**Power grid**

Pins as bars on the die edge. Tap cells in gray.
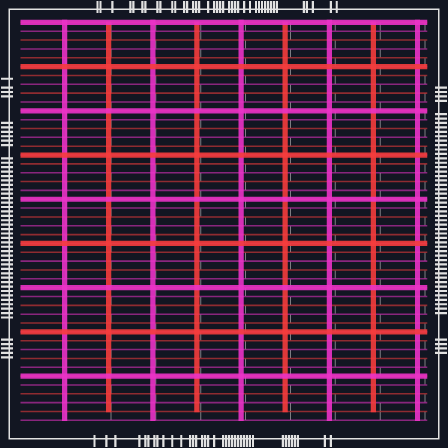
**Clock network drawn from the DEF**

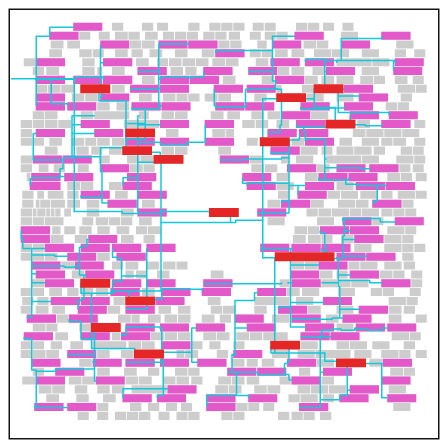
<file path="config.mk">
export PLATFORM = sky130hd
export DESIGN_NAME = ex_mem_pipe
export DESIGN_NICKNAME = d
export VERILOG_FILES = /design/src/rtl/ex_mem_pipe.sv
export SDC_FILE = /design/constraint.sdc
export NUM_CORES = 1
export LEC_CHECK = 0
export ABC_CLOCK_PERIOD_IN_PS = 12350
export CORE_MARGIN = 3
export CORE_UTILIZATION = 50
export DETAILED_ROUTE_END_ITERATION = 8
export PLACE_DENSITY = 0.8
export SYNTH_ARGS = -nofsm -noshare
export SYNTH_HDL_FRONTEND = slang
export SYNTH_SLANG_ARGS = --single-unit
</file>
<file path="constraint.sdc">
create_clock -name clk -period 12.35 [get_ports clk]
set_clock_uncertainty 0.1 [all_clocks]
set_input_delay 2.47 -clock clk [delete_from_list [all_inputs] [get_ports clk]]
set_output_delay 2.47 -clock clk [all_outputs]
set_load 0.1 [all_outputs]
</file>
<file path="src/rtl/ex_mem_pipe.sv">
// Elastic EX/MEM pipeline stage: valid/ready handshake, synchronous flush,
// optional two-entry skid buffer so upstream ready comes straight from a flop.
module ex_mem_pipe #(
   parameter int DATA_W = 87,
   parameter int SKID   = 1
) (
   input  logic              clk,
   input  logic              rst,
   input  logic              flush,
   input  logic              in_valid,
   output logic              in_ready,
   input  logic [DATA_W-1:0] in_data,
   output logic              out_valid,
   input  logic              out_ready,
   output logic [DATA_W-1:0] out_data,
   output logic [1:0]        count
);

   logic [1:0]        count_p0;
   logic [1:0]        count_nxt;
   logic [DATA_W-1:0] main_p0;
   logic [DATA_W-1:0] skid_data;
   logic              accept;
   logic              emit;
   logic              load_main;
   logic              load_skid;
   logic              refill;

   assign accept = in_valid & in_ready;
   assign emit   = out_valid & out_ready;

   // Stage 0: occupancy state
   always_ff @(posedge clk or posedge rst) begin
      if (rst) count_p0 <= 2'd0;
      else     count_p0 <= count_nxt;
   end

   always_comb begin
      count_nxt = count_p0;
      load_main = 1'b0;
      load_skid = 1'b0;
      refill    = 1'b0;
      if (flush) begin
         count_nxt = 2'd0;
      end else begin
         case (count_p0)
            2'd0: begin
               if (accept) begin
                  count_nxt = 2'd1;
                  load_main = 1'b1;
               end
            end
            2'd1: begin
               if (accept && emit) begin
                  load_main = 1'b1;
               end else if (accept) begin
                  // Without a skid register ready implies out_ready here, so this arm is SKID-only
                  if (SKID != 0) begin
                     count_nxt = 2'd2;
                     load_skid = 1'b1;
                  end else begin
                     load_main = 1'b1;
                  end
               end else if (emit) begin
                  count_nxt = 2'd0;
               end
            end
            2'd2: begin
               if (emit) begin
                  count_nxt = 2'd1;
                  refill    = 1'b1;
               end
            end
            default: count_nxt = 2'd0;
         endcase
      end
   end

   always_comb begin
      out_valid = (count_p0 != 2'd0);
      out_data  = main_p0;
      count     = count_p0;
   end

   // Stage 0: head register feeding the memory stage
   always_ff @(posedge clk or posedge rst) begin
      if (rst)            main_p0 <= '0;
      else if (load_main) main_p0 <= in_data;
      else if (refill)    main_p0 <= skid_data;
   end

   generate
      if (SKID != 0) begin : g_skid
         logic [DATA_W-1:0] skid_p1;
         logic              rdy_p0;

         // Stage 1: overflow entry and registered upstream ready
         always_ff @(posedge clk or posedge rst) begin
            if (rst) begin
               skid_p1 <= '0;
               rdy_p0  <= 1'b1;
            end else begin
               rdy_p0 <= (count_nxt != 2'd2);
               if (load_skid) skid_p1 <= in_data;
            end
         end

         assign skid_data = skid_p1;
         assign in_ready  = rdy_p0;
      end else begin : g_noskid
         assign skid_data = '0;
         assign in_ready  = ~out_valid | out_ready;
      end
   endgenerate

endmodule

</file>
==> results.sh <==
# yosys + openroad results
export IMPL_status="complete, no violations"
export IMPL_synth_distinct_cells=17
export IMPL_tns_ps=0
export IMPL_num_nets_final=752
export IMPL_first_iter_violations=215
export IMPL_fin_hold_ws_ps=401
export IMPL_power_share_combinational=0.381
export IMPL_diodes=0
export IMPL_maxCapViolCount=0
export IMPL_switching_power_uw=886
export IMPL_logic_area_um2=3280
export IMPL_syn_area_um2=7890
export IMPL_seq_area_um2=4430
export IMPL_seq_area_frac=0.419
export IMPL_clk_pin_slew_ps=60
export IMPL_max_freq_ghz=0.200
export IMPL_comb_power_uw=897
export IMPL_cts_hold_buf=0
export IMPL_dominant_cells="flip-flops and latches"
export IMPL_fillers=1048
export IMPL_top_area_cell="dfrtp_1"
export IMPL_first_pass_iters=4
export IMPL_tool_warnings=28
export IMPL_numCtsBuffers=17
export IMPL_dp_cells=852
export IMPL_tritoncts="yes"
export IMPL_rows=45
export IMPL_r2r_start="count[0]"
export IMPL_crit_type="input port to flop"
export IMPL_period_used=0.404
export IMPL_fp_util=0.515
export IMPL_vias=4556
export IMPL_post_dp_cell_area_um2=9840
export IMPL_htreeDepth=4
export IMPL_top_cells_by_count="mux2_2, dfrtp_1, mux2_4, buf_2, buf_4"
export IMPL_fp_dieW_um=132
export IMPL_min_from="g_skid.skid_p1[86]"
export IMPL_signal_buffers=186
export IMPL_yosys_warnings=0
export IMPL_drcViolationCount=0
export IMPL_synth_top_area_share=0.558
export IMPL_synth_most_common_cell="mux2_2"
export IMPL_hold_end="g_skid.skid_p1[86]"
export IMPL_syn_nets=576
export IMPL_netlist_instances=484
export IMPL_postLayoutSetupSlackWorst_ps=7360
export IMPL_r2r_end="out_data[30]"
export IMPL_hp_class="flop to flop"
export IMPL_finalMaxSlewViolations=0
export IMPL_edf_count=0
export IMPL_core_um2=15300
export IMPL_cts_root_buf="clkbuf_16"
export IMPL_grt_max_degree=104
export IMPL_powerSeq_uw=808
export IMPL_logic_gates=275
export IMPL_min_path_cells=1
export IMPL_cp_end_kind="flop"
export IMPL_vdd_drop_max_uv=133
export IMPL_seq_cells=177
export IMPL_clockBufferDepth=2
export IMPL_reg2reg_depth=4
export IMPL_path_max_fanout=68
export IMPL_comb_share=0.310
export IMPL_intPower_mw=1.47
export IMPL_inverters=3
export IMPL_grt_pass1_wl_mm=26.9
export IMPL_ys_seq_share=0.561
-- 'power grid' (at the start) --
Key: VDD = red; VSS = magenta
46 met1 rails follow the rows. 211 tap cells. The core has 45 rows. 9 straps on met5.

-- 'clock network drawn from the DEF' (at the start) --
Key: clock wires = cyan [length 2010 um]; clock-net drivers = red [count 17]; flip-flops = magenta [count 177]
There are 18 routed clock nets.
clock group power: 648 uW
worst skew pair latency: 420 ps

==> sequential cells by signal, summed over array words and instances (netlist names) <==
signal / count
g_skid.skid_p1: 87
out_data: 87
in_ready: 1
count: 2
==> cells by family (layout without fill, tap and decap cells) <==
family | count (synthesis) | after routing | share of synthesized area
XOR/XNOR | 1 | 1 | 0.00111
AND/OR/NAND/NOR | 9 | 9 | 0.00745
AND-OR/OR-AND | 4 | 4 | 0.00364
flip-flops | 177 | 177 | 0.561
multiplexers | 261 | 261 | 0.401
buffers and inverters | 32 | 221 | 0.0257
==> critical path: stages <==
cell and delay [ps]:
clkdlybuf4s50_1 480, and4bb_4 570, buf_4 860, mux2_2 430
mux2_2 270
==> layer usage <==
metal  GRT usage  share of wire
met5           0              0
met4      0.0566          0.012
met3      0.0666          0.073
met2       0.316           0.48
met1       0.245           0.43
Power is estimated from default activity; no workload was simulated.
